[config.mk]
export PLATFORM = sky130hd
export DESIGN_NAME = spi_pwm_cfg_ctrl
export DESIGN_NICKNAME = d
export VERILOG_FILES = /design/src/rtl/spi_pwm_cfg_ctrl.sv
export SDC_FILE = /design/constraint.sdc
export NUM_CORES = 1
export LEC_CHECK = 0
export CORE_ASPECT_RATIO = 1.75
export CORE_UTILIZATION = 55
export DETAILED_ROUTE_END_ITERATION = 6
export HOLD_SLACK_MARGIN = 0.08
export PLACE_DENSITY = 0.81
export SLEW_MARGIN = 20
export SYNTH_ARGS = -nofsm -noshare
export SYNTH_HDL_FRONTEND = slang
export SYNTH_SLANG_ARGS = --single-unit
export TNS_END_PERCENT = 20
[constraint.sdc]
create_clock -name clk -period 4.2 [get_ports clk]
set_input_delay 1.26 -clock clk [delete_from_list [all_inputs] [get_ports clk]]
set_output_delay 1.26 -clock clk [all_outputs]
set_load 0.005 [all_outputs]
[src/rtl/spi_pwm_cfg_ctrl.sv]
// spi_pwm_cfg_ctrl
// SPI-slave (mode 0, write-only) configuration controller for the PWM
// peripheral. It synchronises the raw SPI pins into the clk domain, collects
// 16-bit frames (bit15 = R/W, bits14:8 = address, bits7:0 = data, MSB first)
// and commits valid writes atomically into a five-register bank.
//
// Ports
//   clk, rst_n        system clock, asynchronous active-low reset
//   sclk, ncs, copi   raw SPI pins, asynchronous to clk
//   en_reg_out_7_0    reg 0x00, output enables out[7:0]
//   en_reg_out_15_8   reg 0x01, output enables out[15:8]
//   en_reg_pwm_7_0    reg 0x02, PWM mode enables out[7:0]
//   en_reg_pwm_15_8   reg 0x03, PWM mode enables out[15:8]
//   pwm_duty_cycle    reg 0x04, shared duty cycle
//   cfg_update        one-cycle pulse when a register is written
//   frame_err         one-cycle pulse when a write frame is discarded
module spi_pwm_cfg_ctrl #(
  parameter int NUM_REGS    = 5,
  parameter int SYNC_STAGES = 2
) (
  input  logic       clk,
  input  logic       rst_n,
  input  logic       sclk,
  input  logic       ncs,
  input  logic       copi,
  output logic [7:0] en_reg_out_7_0,
  output logic [7:0] en_reg_out_15_8,
  output logic [7:0] en_reg_pwm_7_0,
  output logic [7:0] en_reg_pwm_15_8,
  output logic [7:0] pwm_duty_cycle,
  output logic       cfg_update,
  output logic       frame_err
);

  typedef enum logic [1:0] {
    ST_IDLE   = 2'd0,
    ST_SHIFT  = 2'd1,
    ST_COMMIT = 2'd2
  } state_t;

  localparam logic [4:0] LP_FULL_COUNT = 5'd16;
  localparam logic [4:0] LP_SAT_COUNT  = 5'd17;
  localparam logic [7:0] LP_NUM_REGS   = 8'(NUM_REGS);

  logic [SYNC_STAGES-1:0] r_sclkSync;
  logic [SYNC_STAGES-1:0] r_ncsSync;
  logic [SYNC_STAGES-1:0] r_copiSync;
  logic                   r_sclkHist;
  logic                   r_ncsHist;
  logic                   r_copiHist;

  state_t      r_state;
  state_t      w_nextState;
  logic [15:0] r_shiftReg;
  logic [4:0]  r_bitCount;
  logic        r_startPending;
  logic [7:0]  r_reg0;
  logic [7:0]  r_reg1;
  logic [7:0]  r_reg2;
  logic [7:0]  r_reg3;
  logic [7:0]  r_reg4;
  logic        r_cfgUpdate;
  logic        r_frameErr;

  logic       w_sclkRise;
  logic       w_ncsRise;
  logic       w_ncsFall;
  logic       w_clearFrame;
  logic       w_shiftBit;
  logic       w_commit;
  logic [6:0] w_addr;
  logic       w_isRead;
  logic       w_valid;
  logic       w_err;

  // Synchroniser chains reset to 0 so that ncs held low through reset never
  // looks like a falling edge; a frame only starts after ncs rises and falls.
  always_ff @(posedge clk or negedge rst_n) begin
    if (!rst_n) begin
      r_sclkSync <= '0;
      r_ncsSync  <= '0;
      r_copiSync <= '0;
      r_sclkHist <= 1'b0;
      r_ncsHist  <= 1'b0;
      r_copiHist <= 1'b0;
    end else begin
      r_sclkSync <= {r_sclkSync[SYNC_STAGES-2:0], sclk};
      r_ncsSync  <= {r_ncsSync[SYNC_STAGES-2:0], ncs};
      r_copiSync <= {r_copiSync[SYNC_STAGES-2:0], copi};
      r_sclkHist <= r_sclkSync[SYNC_STAGES-1];
      r_ncsHist  <= r_ncsSync[SYNC_STAGES-1];
      r_copiHist <= r_copiSync[SYNC_STAGES-1];
    end
  end

  assign w_sclkRise = r_sclkSync[SYNC_STAGES-1] & ~r_sclkHist;
  assign w_ncsRise  = r_ncsSync[SYNC_STAGES-1] & ~r_ncsHist;
  assign w_ncsFall  = ~r_ncsSync[SYNC_STAGES-1] & r_ncsHist;

  assign w_addr   = r_shiftReg[14:8];
  assign w_isRead = (r_bitCount == LP_FULL_COUNT) && !r_shiftReg[15];
  assign w_valid  = (r_bitCount == LP_FULL_COUNT) && r_shiftReg[15] &&
                    ({1'b0, w_addr} < LP_NUM_REGS);
  // Read frames are dropped silently; anything else that is not a valid
  // write (wrong length or bad address) is reported.
  assign w_err    = !w_valid && !w_isRead;

  // FSM state register.
  always_ff @(posedge clk or negedge rst_n) begin
    if (!rst_n) begin
      r_state <= ST_IDLE;
    end else begin
      r_state <= w_nextState;
    end
  end

  // FSM next-state and datapath strobes.
  always_comb begin
    w_nextState  = r_state;
    w_clearFrame = 1'b0;
    w_shiftBit   = 1'b0;
    w_commit     = 1'b0;
    case (r_state)
      ST_IDLE: begin
        if (w_ncsFall || r_startPending) begin
          w_clearFrame = 1'b1;
          w_nextState  = ST_SHIFT;
        end
      end
      ST_SHIFT: begin
        w_shiftBit = w_sclkRise;
        if (w_ncsRise) begin
          w_nextState = ST_COMMIT;
        end
      end
      ST_COMMIT: begin
        w_commit    = 1'b1;
        w_nextState = ST_IDLE;
      end
      default: begin
        w_nextState = ST_IDLE;
      end
    endcase
  end

  // Frame deserialiser. The counter stops at 17 so any overlong frame stays
  // distinguishable from a 16-bit one. A chip-select fall seen during COMMIT
  // is remembered so IDLE can start the next frame without missing it.
  always_ff @(posedge clk or negedge rst_n) begin
    if (!rst_n) begin
      r_shiftReg     <= '0;
      r_bitCount     <= '0;
      r_startPending <= 1'b0;
    end else begin
      if (w_clearFrame) begin
        r_shiftReg <= '0;
        r_bitCount <= '0;
      end else if (w_shiftBit) begin
        r_shiftReg <= {r_shiftReg[14:0], r_copiHist};
        if (r_bitCount != LP_SAT_COUNT) begin
          r_bitCount <= r_bitCount + 5'd1;
        end
      end
      if ((r_state == ST_COMMIT) && w_ncsFall) begin
        r_startPending <= 1'b1;
      end else if (r_state == ST_IDLE) begin
        r_startPending <= 1'b0;
      end
    end
  end

  // Register bank and status pulses; only the COMMIT cycle can change them.
  always_ff @(posedge clk or negedge rst_n) begin
    if (!rst_n) begin
      r_reg0      <= '0;
      r_reg1      <= '0;
      r_reg2      <= '0;
      r_reg3      <= '0;
      r_reg4      <= '0;
      r_cfgUpdate <= 1'b0;
      r_frameErr  <= 1'b0;
    end else begin
      r_cfgUpdate <= w_commit && w_valid;
      r_frameErr  <= w_commit && w_err;
      if (w_commit && w_valid) begin
        case (w_addr)
          7'd0:    r_reg0 <= r_shiftReg[7:0];
          7'd1:    r_reg1 <= r_shiftReg[7:0];
          7'd2:    r_reg2 <= r_shiftReg[7:0];
          7'd3:    r_reg3 <= r_shiftReg[7:0];
          7'd4:    r_reg4 <= r_shiftReg[7:0];
          default: ;
        endcase
      end
    end
  end

  assign en_reg_out_7_0  = r_reg0;
  assign en_reg_out_15_8 = r_reg1;
  assign en_reg_pwm_7_0  = r_reg2;
  assign en_reg_pwm_15_8 = r_reg3;
  assign pwm_duty_cycle  = r_reg4;
  assign cfg_update      = r_cfgUpdate;
  assign frame_err       = r_frameErr;

endmodule

Run 1, met2 routing:
Bar = 20 um.
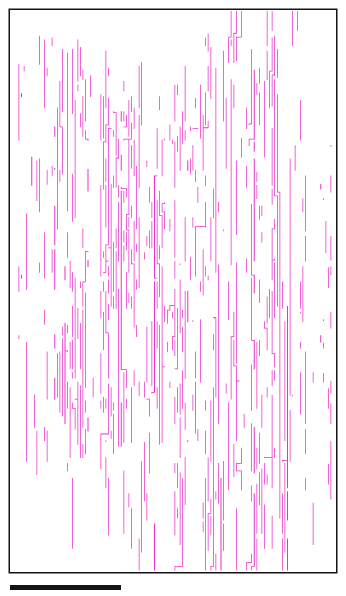
longest straight run: 58.6 um
nets with wire on the layer: 256
share of all routed wire: 55%
wire length on this layer: 3,020 um

Run 1, cell placement:
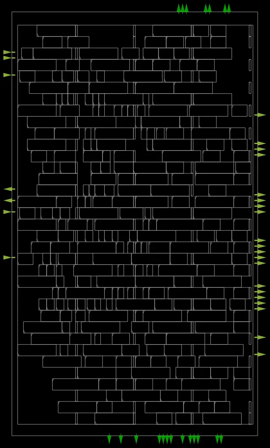
Core Region: 5340 um2
Rows: 35
fin util: 71.6%
final std cells w/o fill: 356

==> impl_metrics.csv, run 1 <==
group,metric,value,unit
outcome,status,"complete, no violations",
grt,use_met2,35.1,%
job,openroad.warnings,28,
grt,met1_usage,26.0,%
worst_setup_path,cp-endpoint,"en_reg_pwm_7_0[2]",
final_layout,nNetsFinal,285,
yosys,syn_inst,228,
grt,grt_max_degree,76,
power,pwr.group.clock,0.607,mW
final_layout,max_flop_register,"r_shiftReg",
job,cap_viol_max_count,0,
yosys,syn_nets,236,
timing,min_period_over_period,59.3,%
yosys,ys_area,3090,um2
yosys,topCellsByArea,"dfrtp_1 61%, mux2_2 14%, nand2_1 3.9%",
clock_network,tritoncts,"done",
yosys,xor_share,0,%
yosys,synth_cell_types,34,
timing,hold_violations,0,
final_layout,lay_top_count,"dfrtp_1",
clock_network,clockBufferDepth,2,
floorplan,fp.dieW,58.6,um
worst_setup_path,worst-path-buf-inv,1,
Run 1, sequential cells grouped by signal name:
Other sequential cells in the stronger gray, the rest of the logic in the fainter gray.
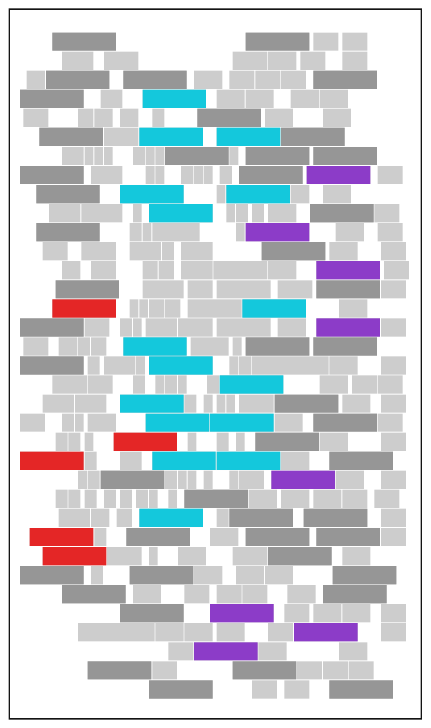
[r_bitCount] red | flops: 5
[r_shiftReg] cyan | flops: 16
[en_reg_pwm_15_8] purple | flops: 8
not colored: 46
fraction of area in registers: 49.1%
P_seq: 0.827 mW
Flop area: 1880 um2

## run 1: layout make-up
type	instances	area [um2]
clock inverters	6	88.8
well taps	74	92.6
clock buffers	10	138
fillers	409	1520
flip-flops and latches	75	1880
multi-input cells	139	1140
repair buffers	47	465
inverters	5	18.8
## run 1: per-layer routing
metal / routed length [um] / up-vias
met3: 190 / 8
met1: 2220 / 1016
met5: 0 / -
li1: - / 908
met2: 3020 / 41
met4: 74 / 0
## run 1: per-stage QoR
step                setup slack, ns  cells  power (mW)  util (%)
finish                         1.71    356        1.57      71.6
global route                   1.66    356        1.65      71.6
CTS                            1.69    356        1.59      71.6
detailed placement             2.09    340       0.984      67.3
global placement               2.10    340       0.974      67.3
floorplan                      2.58    228       0.929         -
## Run 2: what changed since run 1
Settings changed: CORE_UTILIZATION 55 to 48, PLACE_DENSITY 0.81 to 0.75.
Clock period 4.2 ns to 2.2 ns, I/O delays scaled along.
Run 2, sequential cells grouped by signal name:
Other sequential cells in the stronger gray, the rest of the logic in the fainter gray.
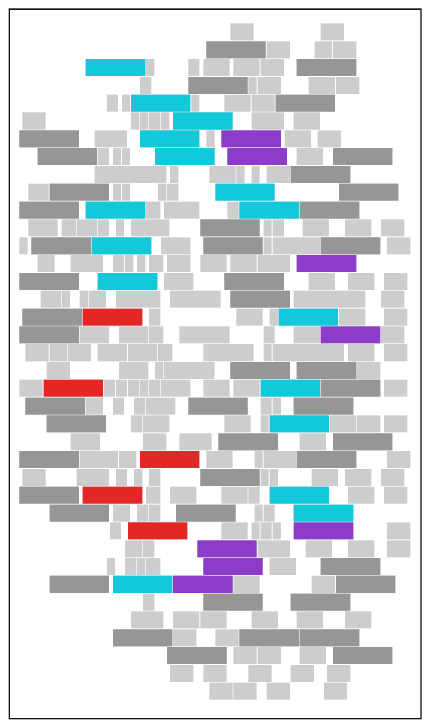
[r_shiftReg] cyan | flops: 16
[en_reg_pwm_15_8] purple | flops: 8
[r_bitCount] red | flops: 5

==> run 2 against run 1 <==
Via count down 0.91%. Sequential power is 91% higher. Highest routed layer unchanged. Utilization fell by 8.9 points. Global-route usage down 1.2 points. Synthesized area did not move. Critical path depth is the same. Die size grew 14%.
==> impl_metrics.csv, run 2 <==
group,metric,value,unit
yosys,synth_cell_types,34,
final_layout,lay_top_count,"dfrtp_1",
yosys,syn_inst,228,
clock_network,clock-sinks,75,
yosys,syn_nets,236,
clock_network,cts_made_buffers,9,
place,place_ws,0.360,ns
timing,slew-limit-headroom,56.9,%
worst_setup_path,worst-path-buf-inv,1,
yosys,synth-edff-count,0,
clock_network,hold_buffers,0,
place,place_congestion,0.749,
yosys,topCellsByArea,"dfrtp_1 61%, mux2_2 14%, nand2_1 3.9%",
power,pwr.group.clock,1.25,mW
power,finalPower,3.11,mW
yosys,ys_area,3090,um2
final_layout,nNetsFinal,287,
grt,met1_usage,20.7,%
place,postPlaceCellArea,3630,um2
floorplan,rows,38,
power,sequentialPower,1.58,mW
floorplan,core,6180,um2
clock_network,clockBufferDepth,2,
worst_setup_path,required,1.54,ns
grt,use_met2,36.3,%
yosys,largest_area_cell,"dfrtp_1",
clock_network,tritoncts,"done",
job,cap_viol_max_count,0,
final_layout,fin_cells,364,
job,openroad.warnings,28,
timing,min_period_over_period,86.9,%
yosys,xor_share,0,%
floorplan,fp.dieW,62.6,um
grt,grt_max_degree,52,
final_layout,utilization,62.7,%
worst_setup_path,cp-endpoint,"pwm_duty_cycle[3]",
place,dp.cells,348,
final_layout,syn_to_final_growth,25.5,%
worst_setup_path,worstSetupStartpointType,"flip-flop",
clock_network,clock_tree.root_cell,"clkbuf_8",
timing,layout_setup_ws,0.287,ns
final_layout,max_flop_register,"r_shiftReg",
timing,hold_violations,0,
outcome,status,"complete, no violations",
Run 2, I/O nets highlighted:
Bar = 20 um.
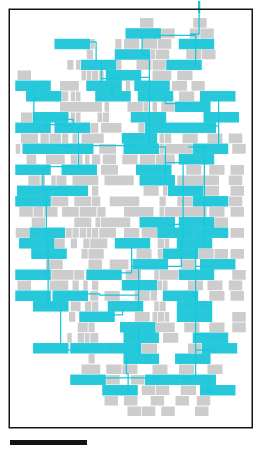
[rst_n] cyan | bits: 1 | direction: input | edge: top | end cells: 75 | buffers: 2 | wire: 468 um
port bufs: 46
Top Ports: 47

[run 2: cell counts after synthesis]
No cell type changed its count.
[run 2: worst reg2reg max path, stage by stage, from the launching register on]
cell and delay [ns]:
dfrtp_1 0.42, inv_1 0.09, ha_1 0.13, and4bb_2 0.41
nand4_2 0.31, mux2_2 0.36
[run 2: layout make-up]
| type | instances | area (um2) |
|---|---|---|
| repair buffers | 49 | 493 |
| flip-flops and latches | 75 | 1880 |
| inverters | 5 | 18.8 |
| multi-input cells | 139 | 1140 |
| well taps | 80 | 100 |
| fillers | 497 | 2310 |
| clock inverters | 6 | 114 |
| clock buffers | 10 | 128 |
[run 2: metal layers]
metal	part of all wire [%]	wire [um]
met1	38	2280
met2	57	3410
met3	2.8	167
met4	2.4	143
met5	0	0
Power is estimated from default activity; no workload was simulated.
